===== src/rtl/pipe_hazard_ctrl.sv =====
`default_nettype none
// ============================================================================
// Module   : pipe_hazard_ctrl
// Purpose  : Sequential hazard controller for the 16-bit pipelined core.
//            Keeps a small scoreboard of in-flight register writes (EX, MEM,
//            WB), produces a registered forward select per source operand for
//            the instruction now in EX, and raises a stall for load-use
//            hazards and while a multi-cycle mult/div occupies EX.
// Revision : 1.0 - initial release
// ----------------------------------------------------------------------------
// Ports
//   clk         in   clock
//   rst         in   synchronous active-high reset
//   id_valid    in   ID holds a live instruction
//   id_rs       in   NUM_SRC*REG_W source addresses, operand i at [i*REG_W +: REG_W]
//   id_rs_used  in   NUM_SRC operand-read flags (0 for immediates)
//   id_rd       in   REG_W destination register
//   id_we       in   instruction writes id_rd
//   id_load     in   instruction is a load
//   id_mdu      in   instruction is mult/div
//   flush       in   kill the ID instruction (branch redirect)
//   fwd_sel     out  NUM_SRC*2 registered forward selects
//                      0 = register file, 1 = EX/MEM, 2 = MEM/WB,
//                      3 = WB bypass latch (WB_BYPASS_EN only)
//   stall       out  freeze PC and IF/ID this cycle
//   mdu_busy    out  MDU instruction still iterating in EX
// ----------------------------------------------------------------------------
// Build option
//   WB_BYPASS_EN  defined  : a WB-stage match selects 3 (WB data latch), so
//                            the register file may be write-after-read.
//                 undefined: a WB-stage match selects 0; the register file
//                            must be write-first. Select 3 is never produced.
// ============================================================================
module pipe_hazard_ctrl #(
  parameter int REG_W   = 4,
  parameter int NUM_SRC = 2,
  parameter int MDU_LAT = 4
) (
  input  logic                     clk,
  input  logic                     rst,
  input  logic                     id_valid,
  input  logic [NUM_SRC*REG_W-1:0] id_rs,
  input  logic [NUM_SRC-1:0]       id_rs_used,
  input  logic [REG_W-1:0]         id_rd,
  input  logic                     id_we,
  input  logic                     id_load,
  input  logic                     id_mdu,
  input  logic                     flush,
  output logic [NUM_SRC*2-1:0]     fwd_sel,
  output logic                     stall,
  output logic                     mdu_busy
);

  // MDU countdown width: holds MDU_LAT-1, at least one bit.
  localparam int CNT_W = (MDU_LAT > 1) ? $clog2(MDU_LAT) : 1;
  localparam logic [CNT_W-1:0] c_MDU_RELOAD = CNT_W'(MDU_LAT - 1);

  localparam logic [1:0] c_SEL_RF  = 2'd0;
  localparam logic [1:0] c_SEL_EX  = 2'd1;
  localparam logic [1:0] c_SEL_MEM = 2'd2;
`ifdef WB_BYPASS_EN
  localparam logic [1:0] c_SEL_WB  = 2'd3;
`else
  // Write-first register file already returns the WB value.
  localparam logic [1:0] c_SEL_WB  = 2'd0;
`endif

  // Pipeline advance mode for the current cycle.
  localparam logic [1:0] c_MODE_RUN = 2'd0;  // normal advance
  localparam logic [1:0] c_MODE_LDU = 2'd1;  // load-use bubble insertion
  localparam logic [1:0] c_MODE_MDU = 2'd2;  // MDU holding EX

  // --------------------------------------------------------------------------
  // Scoreboard state
  // --------------------------------------------------------------------------
  logic                     r_ex_vld;
  logic [REG_W-1:0]         r_ex_rd;
  logic                     r_ex_load;
  logic                     r_mem_vld;
  logic [REG_W-1:0]         r_mem_rd;
  logic                     r_wb_vld;
  logic [REG_W-1:0]         r_wb_rd;
  logic [CNT_W-1:0]         r_mdu_cnt;
  logic [NUM_SRC*2-1:0]     r_fwd_sel;

  // --------------------------------------------------------------------------
  // ID-side hazard detection
  // --------------------------------------------------------------------------
  logic                     w_id_live;
  logic [NUM_SRC-1:0]       w_hit_ex;
  logic [NUM_SRC-1:0]       w_hit_mem;
  logic [NUM_SRC-1:0]       w_hit_wb;
  logic [NUM_SRC*2-1:0]     w_sel;
  logic                     w_load_use;
  logic                     w_mdu_busy;
  logic [1:0]               w_mode;

  // A flushed instruction is dead: it neither stalls nor enters EX.
  assign w_id_live = id_valid & ~flush;

  generate
    for (genvar gi = 0; gi < NUM_SRC; gi++) begin : g_src
      logic [REG_W-1:0] w_rs;
      assign w_rs = id_rs[gi*REG_W +: REG_W];

      // Unused operands never match, which forces their select to 0.
      assign w_hit_ex[gi]  = id_rs_used[gi] & r_ex_vld  & (w_rs == r_ex_rd);
      assign w_hit_mem[gi] = id_rs_used[gi] & r_mem_vld & (w_rs == r_mem_rd);
      assign w_hit_wb[gi]  = id_rs_used[gi] & r_wb_vld  & (w_rs == r_wb_rd);

      // Youngest producer wins.
      assign w_sel[gi*2 +: 2] = w_hit_ex[gi]  ? c_SEL_EX  :
                                w_hit_mem[gi] ? c_SEL_MEM :
                                w_hit_wb[gi]  ? c_SEL_WB  :
                                                c_SEL_RF;
    end
  endgenerate

  // Load data is only available from MEM/WB, so a consumer directly behind
  // a load must wait one cycle.
  assign w_load_use = w_id_live & r_ex_vld & r_ex_load & (|w_hit_ex);
  assign w_mdu_busy = (r_mdu_cnt != '0);

  // MDU occupancy outranks load-use: EX is frozen, nothing can move behind it.
  always_comb begin
    w_mode = c_MODE_RUN;
    if (w_mdu_busy) begin
      w_mode = c_MODE_MDU;
    end else if (w_load_use) begin
      w_mode = c_MODE_LDU;
    end
  end

  // --------------------------------------------------------------------------
  // Stage advance
  // --------------------------------------------------------------------------
  always_ff @(posedge clk) begin
    if (rst) begin
      r_ex_vld  <= 1'b0;
      r_ex_rd   <= '0;
      r_ex_load <= 1'b0;
      r_mem_vld <= 1'b0;
      r_mem_rd  <= '0;
      r_wb_vld  <= 1'b0;
      r_wb_rd   <= '0;
      r_mdu_cnt <= '0;
      r_fwd_sel <= '0;
    end else begin
      // WB always takes whatever MEM held.
      r_wb_vld <= r_mem_vld;
      r_wb_rd  <= r_mem_rd;

      case (w_mode)
        c_MODE_MDU: begin
          // EX and fwd_sel hold for the iterating instruction; a bubble
          // drains into MEM behind it.
          r_mem_vld <= 1'b0;
          r_mem_rd  <= '0;
          r_mdu_cnt <= r_mdu_cnt - 1'b1;
        end

        c_MODE_LDU: begin
          // The load moves on to MEM; EX becomes a bubble while ID is held.
          r_mem_vld <= r_ex_vld;
          r_mem_rd  <= r_ex_rd;
          r_ex_vld  <= 1'b0;
          r_ex_rd   <= '0;
          r_ex_load <= 1'b0;
          r_fwd_sel <= '0;
        end

        default: begin
          r_mem_vld <= r_ex_vld;
          r_mem_rd  <= r_ex_rd;
          if (w_id_live) begin
            r_ex_vld  <= id_we;
            r_ex_rd   <= id_rd;
            r_ex_load <= id_load & id_we;
            r_fwd_sel <= w_sel;
            r_mdu_cnt <= id_mdu ? c_MDU_RELOAD : '0;
          end else begin
            r_ex_vld  <= 1'b0;
            r_ex_rd   <= '0;
            r_ex_load <= 1'b0;
            r_fwd_sel <= '0;
            r_mdu_cnt <= '0;
          end
        end
      endcase
    end
  end

  assign fwd_sel  = r_fwd_sel;
  assign stall    = w_load_use | w_mdu_busy;
  assign mdu_busy = w_mdu_busy;

endmodule
`default_nettype wire


===== config.mk =====
export PLATFORM = sky130hd
export DESIGN_NAME = pipe_hazard_ctrl
export DESIGN_NICKNAME = d
export VERILOG_FILES = /design/src/rtl/pipe_hazard_ctrl.sv
export SDC_FILE = /design/constraint.sdc
export NUM_CORES = 1
export LEC_CHECK = 0
export ABC_AREA = 1
export CORE_MARGIN = 8
export CORE_UTILIZATION = 35
export DETAILED_ROUTE_END_ITERATION = 8
export PLACE_DENSITY = 0.64
export SETUP_SLACK_MARGIN = 0.2
export SLEW_MARGIN = 25
export SYNTH_ARGS = -nofsm -noshare
export SYNTH_HDL_FRONTEND = slang
export SYNTH_SLANG_ARGS = --single-unit

===== constraint.sdc =====
create_clock -name clk -period 3 [get_ports clk]
set_input_delay 0.45 -clock clk [delete_from_list [all_inputs] [get_ports clk]]
set_output_delay 0.45 -clock clk [all_outputs]
set_load 0.02 [all_outputs]

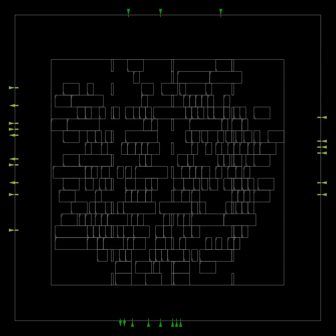
**Above:** cell outlines without signal wires.
post-layout util: 48.1%
FP Rows: 19

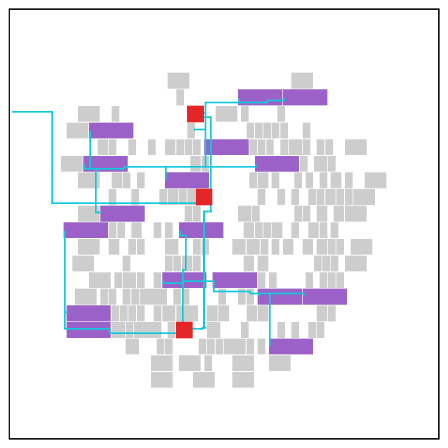
**Above:** clock wires, drivers and flops.
[flip-flops] purple | count: 17
[cells driving clock nets] red | count: 3
[clock wires] cyan | length: 255 um
routed clock nets: 4

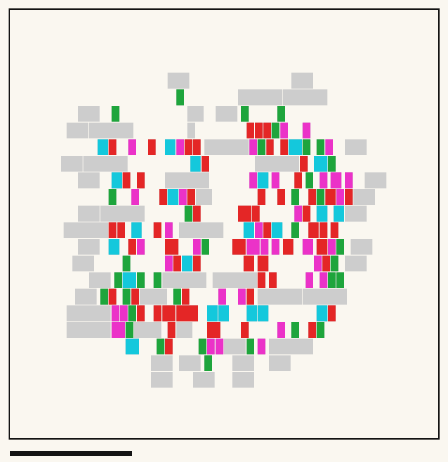
**Above:** gate-type map.
Scale bar: 20 um.
| family | colour | cells |
|---|---|---|
| inverting AOI/OAI gates | cyan | 22 |
| NOR gates | magenta | 37 |
| inverters | green | 35 |
| NAND gates | red | 58 |

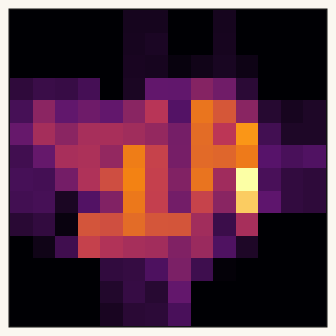
**Above:** signal metal coverage by tile.
14 x 14 tiles, from black (low) to pale yellow (high), scaled to the fullest tile. Values are wire area over tile area, all layers added.
fullest tile: 0.43
tiles over half the peak: 12%
emptiest ninth of the die: bottom right

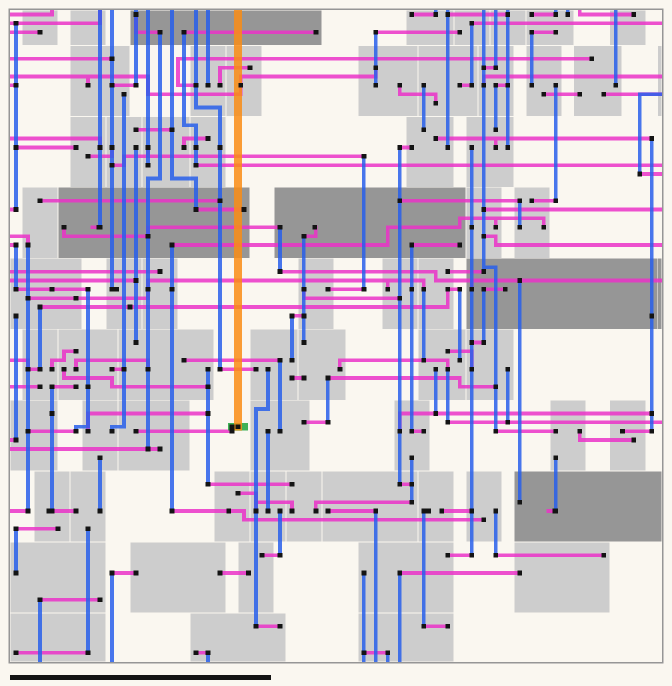
**Above:** zoomed window.
Scale bar: 10 um. Region (23, 9) to (48, 34) um. Cells in grey, sequential cells in the stronger grey; small squares are vias.
| layer | colour |
|---|---|
| met4 | orange |
| met3 | green |
| met2 | blue |
| met1 | magenta |
most frequent: nor2_1 (10), nand2_1 (10), clkdlybuf4s50_1 (8)
sequential cells in the window: 4
cells with their middle in the window: 56

-- registers in the layout, summed over array words and instances (netlist names) --
register,count
r_ex_vld,1
r_ex_rd,4
r_ex_load,1
r_mem_rd,4
r_mem_vld,1
r_mdu_cnt,2
fwd_sel,4
-- metal layers --
metal / up-vias / wire length (um)
met2: 20 / 1180
met3: 4 / 145
met5: - / 0
li1: 579 / -
met4: 0 / 34
met1: 455 / 1280
-- cell families (layout without fill, tap and decap cells) --
group,count (synthesis),count (layout),share of synthesized area (%)
and+or+nand+nor,95,95,38.2
buffers and inverters,38,65,14.8
AOI/OAI and AO/OA,22,22,11.3
DFF,17,17,33.3
adders and majority gates,2,2,2.45
-- Yosys cell counts (all sizes together) --
cell type  count  area (sq um)
buf            2          16.3
ha             2          25.0
o22ai          4          25.0
dfxtp         17           340
clkbuf         1          3.75
clkinv         1          3.75
nor3           2          10.0
nor2          35           136
nand4          1          6.26
nand2         50           198
o21ai          8          40.0
a21oi         10          50.1
inv           34           128
nand3          7          40.0
-- through the flow --
stage	hold slack (ns)	utilization, %	power [W]	cell area, sq um
3_5_place_dp	0.460	47.2	0.000462	1300
4_1_cts	0.479	48.1	0.000593	1330
3_3_place_gp	0.459	47.2	0.000457	1300
6_report	0.473	48.1	0.000582	1330
2_1_floorplan	0.444	-	0.000386	1020
5_1_grt	0.509	48.1	0.000623	1330
-- cells in the final DEF (no fill, tap or decap), types with 4 or more instances in the layout --
cell and count:
nand2_1 46, o21ai_0 7, nand3_1 6, nand2_2 4, clkdlybuf4s50_1 26, nor2_1 33
a21oi_1 10, inv_1 32, o22ai_1 4, dfxtp_1 17
==> flow_metrics.tcl <==
# flow metrics
set metrics [dict create \
    root_buffer "clkbuf_4" \
    dominant_cells "multi-input combinational cells" \
    synth_cell_type_count 20 \
    yosysWarnings 0 \
    clkLatencyLatePin_ns 0.29 \
    wl_per_cell_um 11.4 \
    clk_pin_slew_ns 0.09 \
    ys_cells 174 \
    seq_power_w 0.000257 \
    die-height_um 70.0 \
    grt_pass1_vias 1031 \
    skew_ns 0.00543 \
    max_freq_ghz 0.377 \
    signal_buffers 26 \
    holdPathStages 2 \
    use_met2_pct 16.9 \
    setup_viol 0 \
    synth_seq_share_pct 33.3 \
    drtIter0Drc 38 \
    netSwitchingPower_w 0.000201 \
    critical_path.top_delay_family "buffers and inverters" \
    pg_clk_w 0.000125 \
    seq_area_sq_um 340 \
    fin_crit_ns 2.66 \
    worstPathCellList "clkdlybuf4s50_1 -> inv_1 -> nor2_1 -> inv_1 -> nor2_1 -> nand2_1 -> nand2_1 -> clkdlybuf4s50_1" \
    core_area_sq_um 2760 \
    gp_congestion 0.860 \
    comb_area_share_pct 40.0 \
    critPathBufInv 4 \
    dp_hpwl_mm 2.08 \
    grt-busiest-layer "met2" \
    syn_to_final_growth_pct 29.9 \
    die_x_um 70.0 \
    first_pass_iters 4 \
    diodes 0 \
    grt_usage_pct 10.6 \
    leakage_nw 0.607 \
    nonClkBufAreaFrac_pct 19.6 \
    comb_cell_power_w 0.000199 \
    taps 31 \
    port_buffers 26 \
    multiInputGateArea_sq_um 531 \
    cts_tree "built" \
    combPwrFrac_pct 34.3 \
    peakVddDrop_mv 0.311 \
    final-clk-cell-share_pct 1.98 \
    timing.rr.start "r_mdu_cnt[0]" \
    r2r_slack_ns 1.36 \
    slew_violations 0 \
    slowest_delay_ns 0.60 \
    post-place-cells 228 \
    wirelength_mm 2.64 \
    setup_slack_ns 0.345 \
    h-tree-depth 1 \
    yosys_area_sq_um 1020 \
    gr-total-overflow 0 \
    dr_total_vias 1058 \
    n_all_inverters 35 \
    fin_crit_sh_pct 88.5 \
    nNetsFinal 225 \
    crit_slowest_cell "clkdlybuf4s50_1" \
    tool_warnings 27 \
    worstPathArrival_ns 2.21 \
    clkbuf_count 4 \
    path_max_fanout 4 \
    r2r_end "fwd_sel[1]" \
    syn-num-nets 197 \
    ant_nets 0 \
    critPathKind "in2out" \
    startpoint "id_valid" \
    seq_cells 17 \
    finalHoldViolations 0 \
    dieArea_sq_um 4910 \
    worst-path-stages 8 \
    swShare_pct 34.6 \
    grtUsageMet3_pct 3.53 \
    syn_area_sq_um 1020 \
    min_from "fwd_sel[1]" \
    power.largest_group "registers" \
    io_pins 27 \
    maxCapViolations 0 \
    n_fill_cell 294 \
    powerDensity_nw_per_um2 438 \
    drive_gt1_share_pct 5.97 \
    stdcell_count 232 \
    hold-path-endpoint "fwd_sel[1]" \
    maxSlewHeadroom_pct 75.4 \
    drc 0 \
    rsz0062_at_grt "no" \
    p_clk_share_pct 21.5 \
    fp_util_pct 37.1 \
    crit_path_end_kind "primary output" \
    logic_gate_count 119 \
    grt_max_degree 13 \
    p_int_w 0.000380 \
    dp_slack_ns 0.335 \
    worst_slew_pin_slew_ns 0.367 \
    clock_sinks 17 \
    met1_usage_pct 12.6 \
    post_cts_buffers 0 \
    tritoncts.num_buffers 3 \
    ctsLongestPathBuffers 2 \
    cts_resized 0 \
    grt_antenna_before_repair 0 \
    avgSynthCellArea_sq_um 5.87 \
    holdCritPathClass "reg2reg" \
    rr_worst_depth 10 \
    crit_path_start_kind "input pin" \
    ys_ff 17 \
    syn_inst 174 \
    cts_hold_buf 0 \
    fin_tns_setup_ns 0 \
    outcome "completed" \
    cp_data_required_time_ns 2.55 \
    seqPwrFrac_pct 44.2 \
    post_drt_via_cell_ratio 4.56 \
    crit_path_end "stall" \
    seq_area_share_pct 25.6 \
    grt_pass1_wl_mm 4.42 \
]
Power and IR drop assume default switching activity.
